<file path="config.mk">
export PLATFORM = sky130hd
export DESIGN_NAME = i2c_slave_tx
export DESIGN_NICKNAME = d
export VERILOG_FILES = /design/src/rtl/i2c_slave_tx.sv
export SDC_FILE = /design/constraint.sdc
export NUM_CORES = 1
export LEC_CHECK = 0
export CORE_AREA = 2 2 59 61
export DETAILED_ROUTE_END_ITERATION = 6
export DIE_AREA = 0 0 61 63
export PLACE_DENSITY = 0.83
export SYNTH_ARGS = -nofsm -noshare
export SYNTH_HDL_FRONTEND = slang
export SYNTH_SLANG_ARGS = --single-unit
</file>
<file path="constraint.sdc">
create_clock -name clk -period 2 [get_ports clk]
set_input_delay 0.4 -clock clk [delete_from_list [all_inputs] [get_ports clk]]
set_output_delay 0.4 -clock clk [all_outputs]
set_load 0.05 [all_outputs]
</file>
<file path="src/rtl/i2c_slave_tx.sv">
// I2C read-only slave: matches its own address with R/W=1, then shifts out bytes
// supplied on tx_data (or DEFAULT_DATA on underrun) until the master NACKs.
module i2c_slave_tx #(
    parameter logic [7:0] DEFAULT_DATA = 8'hFF
) (
    input  logic       clk,
    input  logic       reset,
    input  logic       scl_in,
    input  logic       sda_in,
    output logic       sda_oe,
    input  logic [6:0] slave_addr,
    input  logic [7:0] tx_data,
    input  logic       tx_valid,
    output logic       tx_ready,
    output logic       underrun,
    output logic       busy,
    output logic       done
);

    localparam int unsigned CNT_W = 4;

    typedef enum logic [2:0] {
        IDLE,
        ADDR,
        ADDR_ACK,
        TX_BYTE,
        WAIT_ACK,
        IGNORE
    } state_t;

    state_t           state;
    logic [1:0]       scl_sync;
    logic [1:0]       sda_sync;
    logic             scl_d;
    logic             sda_d;
    logic [CNT_W-1:0] bit_cnt;
    logic [7:0]       shift_reg;
    logic             ack_seen;

    logic scl_s_c;
    logic sda_s_c;
    logic start_c;
    logic stop_c;
    logic rise_c;
    logic fall_c;
    logic [7:0] load_byte_c;

    // Two-flop synchronizers plus one delayed copy for edge detection.
    always_ff @(posedge clk) begin
        if (reset) begin
            scl_sync <= 2'b11;
            sda_sync <= 2'b11;
            scl_d    <= 1'b1;
            sda_d    <= 1'b1;
        end else begin
            scl_sync <= {scl_sync[0], scl_in};
            sda_sync <= {sda_sync[0], sda_in};
            scl_d    <= scl_sync[1];
            sda_d    <= sda_sync[1];
        end
    end

    // Bus condition decode from synchronized and delayed line levels.
    always_comb begin
        scl_s_c     = scl_sync[1];
        sda_s_c     = sda_sync[1];
        start_c     = scl_s_c & scl_d & sda_d & ~sda_s_c;
        stop_c      = scl_s_c & scl_d & ~sda_d & sda_s_c;
        rise_c      = scl_s_c & ~scl_d;
        fall_c      = ~scl_s_c & scl_d;
        load_byte_c = tx_valid ? tx_data : DEFAULT_DATA;
    end

    // Protocol state machine with registered outputs.
    always_ff @(posedge clk) begin
        if (reset) begin
            state     <= IDLE;
            bit_cnt   <= '0;
            shift_reg <= '0;
            ack_seen  <= 1'b0;
            sda_oe    <= 1'b0;
            tx_ready  <= 1'b0;
            underrun  <= 1'b0;
            busy      <= 1'b0;
            done      <= 1'b0;
        end else begin
            tx_ready <= 1'b0;
            underrun <= 1'b0;
            done     <= 1'b0;

            if (start_c) begin
                state    <= ADDR;
                bit_cnt  <= '0;
                ack_seen <= 1'b0;
                sda_oe   <= 1'b0;
                busy     <= 1'b0;
            end else if (stop_c) begin
                state    <= IDLE;
                bit_cnt  <= '0;
                ack_seen <= 1'b0;
                sda_oe   <= 1'b0;
                busy     <= 1'b0;
            end else begin
                case (state)
                    ADDR: begin
                        if (rise_c && bit_cnt < CNT_W'(8)) begin
                            shift_reg <= {shift_reg[6:0], sda_s_c};
                            bit_cnt   <= bit_cnt + CNT_W'(1);
                        end else if (fall_c && bit_cnt == CNT_W'(8)) begin
                            bit_cnt <= '0;
                            if (shift_reg[7:1] == slave_addr && shift_reg[0]) begin
                                sda_oe <= 1'b1;
                                busy   <= 1'b1;
                                state  <= ADDR_ACK;
                            end else begin
                                sda_oe <= 1'b0;
                                state  <= IGNORE;
                            end
                        end
                    end
                    ADDR_ACK: begin
                        if (fall_c) begin
                            shift_reg <= load_byte_c;
                            sda_oe    <= ~load_byte_c[7];
                            tx_ready  <= tx_valid;
                            underrun  <= ~tx_valid;
                            bit_cnt   <= '0;
                            state     <= TX_BYTE;
                        end
                    end
                    TX_BYTE: begin
                        if (fall_c) begin
                            if (bit_cnt == CNT_W'(7)) begin
                                sda_oe  <= 1'b0;
                                bit_cnt <= '0;
                                state   <= WAIT_ACK;
                            end else begin
                                shift_reg <= {shift_reg[6:0], 1'b0};
                                sda_oe    <= ~shift_reg[6];
                                bit_cnt   <= bit_cnt + CNT_W'(1);
                            end
                        end
                    end
                    WAIT_ACK: begin
                        if (rise_c) begin
                            if (sda_s_c) begin
                                done  <= 1'b1;
                                busy  <= 1'b0;
                                state <= IGNORE;
                            end else begin
                                ack_seen <= 1'b1;
                            end
                        end else if (fall_c && ack_seen) begin
                            ack_seen  <= 1'b0;
                            shift_reg <= load_byte_c;
                            sda_oe    <= ~load_byte_c[7];
                            tx_ready  <= tx_valid;
                            underrun  <= ~tx_valid;
                            bit_cnt   <= '0;
                            state     <= TX_BYTE;
                        end
                    end
                    default: begin
                        sda_oe <= 1'b0;
                    end
                endcase
            end
        end
    end

endmodule

</file>
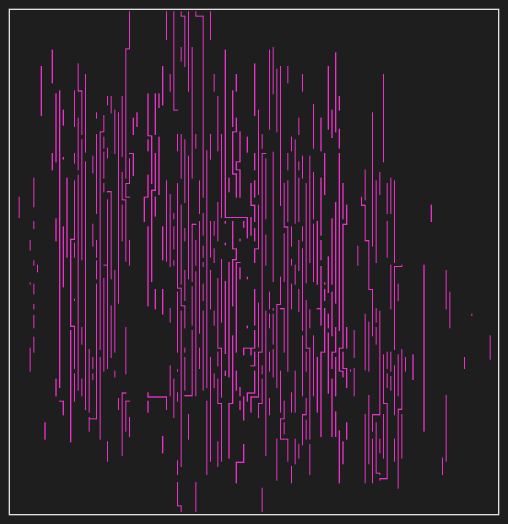
Fig. 1. Met2 routing (run 1).
(8 px per um)
wire length on this layer: 2140 um
main direction: vertical
longest straight run: 37.1 um
share of all routed wire: 50%

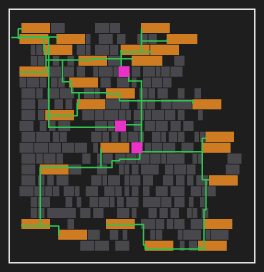
Fig. 2. Clock wires, drivers and flops (run 1).
(4 px per um)
[green] clock wires | length: 354 um
[orange] flip-flops | count: 27
[magenta] clock drivers | count: 3
flops lie: spread over the die

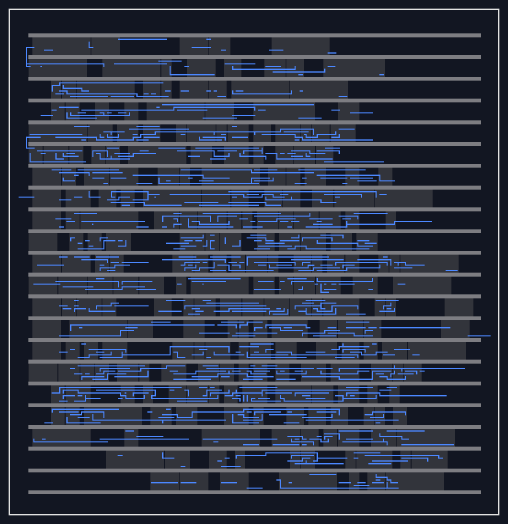
Fig. 3. Metal 1 (run 1).
(8 px per um) Supply wires on this layer in grey.
wire length on this layer: 1840 um
nets with wire on the layer: 249

==> results.py, run 1 <==
# Metrics from the implementation run
metrics = {
    "global_routing": {
        "grt_pass1_wl_mm": 7.25,
        "antenna_found_initial": 0,
        "grt_util_met2_pct": 40.7,
        "top_usage_layer": "met2",
    },
    "critical_path": {
        "crit_arrival_ns": 2.20,
        "setup.worst_path.end": "state[2]",
        "rr_endpoint": "state[2]",
        "startpoint_type": "flop",
        "timing.critical_path.from": "state[1]",
        "crit_chain": "or3b_2, a221oi_1, a211o_1, nor4_1, a31o_2",
        "criticalPathCategory": "flop to flop",
        "path_delay_family": "AND-OR/OR-AND gates",
        "cpPeakStageDelay_ns": 0.52,
    },
    "timing": {
        "fin_ws_ns": 0.0616,
        "whs_ns": 0.430,
        "fmax_mhz": 516,
        "fin_tns_setup_ns": 0,
    },
    "synth": {
        "synthTopCellsByArea": "dfxtp_1, o21ai_0, a211o_1, a21oi_1, xnor2_1",
        "yosys.area_share.adder_pct": 1.51,
        "yosys_warnings": 0,
        "synthMostInstantiatedCell": "dfxtp_1",
        "aoi_share_pct": 30.4,
        "synth-simple-area-share_pct": 25.1,
        "syn_avg_cell_area_um2": 7.85,
        "yosys_most_used_dff": "dfxtp_1",
        "synth_seq_share_pct": 32.6,
        "fp_nets": 233,
    },
    "pwr": {
        "power.density_mw_per_mm2": 898,
        "power_frac_comb_pct": 51.4,
        "vdd_drop_max_mv": 0.578,
        "seq_power_share_pct": 35.0,
        "internal-power_w": 0.00111,
        "p_sw_w": 0.000783,
    },
    "flow_run": {
        "warning_count": 27,
        "maxCapViolCount": 0,
    },
    "cells_and_area": {
        "n_clock_buffer": 3,
        "nets": 271,
        "buf_share_pct": 20.1,
    },
    "drt": {
        "wl_met1_mm": 1.84,
        "first_pass_iters": 4,
        "dr_total_vias": 1690,
    },
    "clock_tree": {
        "htree_levels": 1,
        "cts.repair.resized": 0,
        "cts-root-buf": "clkbuf_4",
    },
    "floorplan": {
        "nWellTaps": 46,
        "rows": 21,
        "die_height_um": 63,
    },
    "place": {
        "place_congestion": 0.886,
        "placedCellCount": 290,
    },
    "outcome": {
        "status": "completed",
    },
}
==> inputs of run 2 (changes only) <==
CORE_AREA = 2 2 57 59   (was 2 2 59 61)
DIE_AREA = 0 0 59 61   (was 0 0 61 63)
PLACE_DENSITY = not set   (was 0.83)
PLACE_DENSITY_LB_ADDON = 0.1   (was not set)
SLEW_MARGIN = 20   (was not set)
clock period = 2.5 ns   (was 2 ns; I/O delays follow)
==> run 2 against run 1 <==
Via count is 2.5% lower. Combinational power is 33% lower. Largest power group unchanged. Count of clock-buffer cells in the layout stayed put. Critical path depth stayed put. Hold slack better by 0.0081 ns.
==> results.py, run 2 <==
# Metrics from the implementation run
metrics = {
    "flow_run": {
        "warning_count": 27,
        "maxCapViolCount": 0,
    },
    "clock_tree": {
        "cts.repair.resized": 0,
    },
    "global_routing": {
        "top_usage_layer": "met2",
        "grt_util_met2_pct": 44.0,
    },
    "synth": {
        "synthTopCellsByArea": "dfxtp_1, o21ai_0, a211o_1, a21oi_1, xnor2_1",
        "fp_nets": 233,
        "yosys_warnings": 0,
        "yosys_most_used_dff": "dfxtp_1",
    },
    "cells_and_area": {
        "buf_share_pct": 14.7,
        "nets": 254,
    },
    "place": {
        "place_congestion": 0.994,
    },
    "critical_path": {
        "criticalPathCategory": "flop to flop",
        "setup.worst_path.end": "shift_reg[3]",
        "timing.critical_path.from": "state[1]",
    },
    "drt": {
        "first_pass_iters": 4,
    },
    "timing": {
        "fin_tns_setup_ns": 0,
    },
    "outcome": {
        "status": "completed",
    },
    "pwr": {
        "power_frac_comb_pct": 46.7,
        "internal-power_w": 0.000803,
    },
    "floorplan": {
        "die_height_um": 61,
    },
}
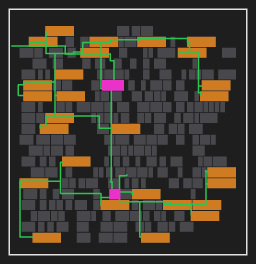
Fig. 4. Clock wires, drivers and flops (run 2).
(4 px per um)
[orange] flip-flops | count: 27
[green] clock wires | length: 318 um
[magenta] clock drivers | count: 3
flops lie: spread over the die
routed clock nets: 4

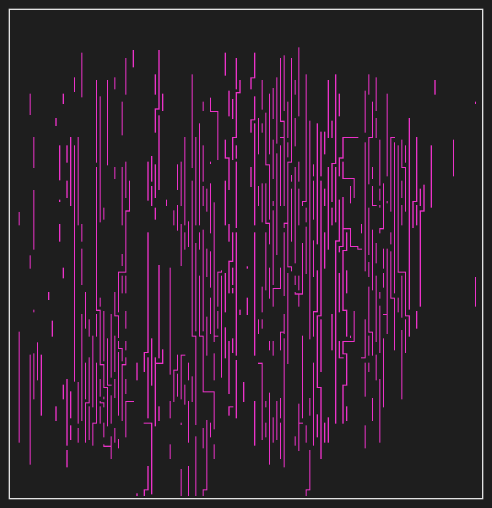
Fig. 5. Met2 routing (run 2).
(8 px per um)
nets with wire on the layer: 212
main direction: vertical
longest straight run: 29.4 um

Power figures rest on the tool's default switching activity, not on a simulated workload.
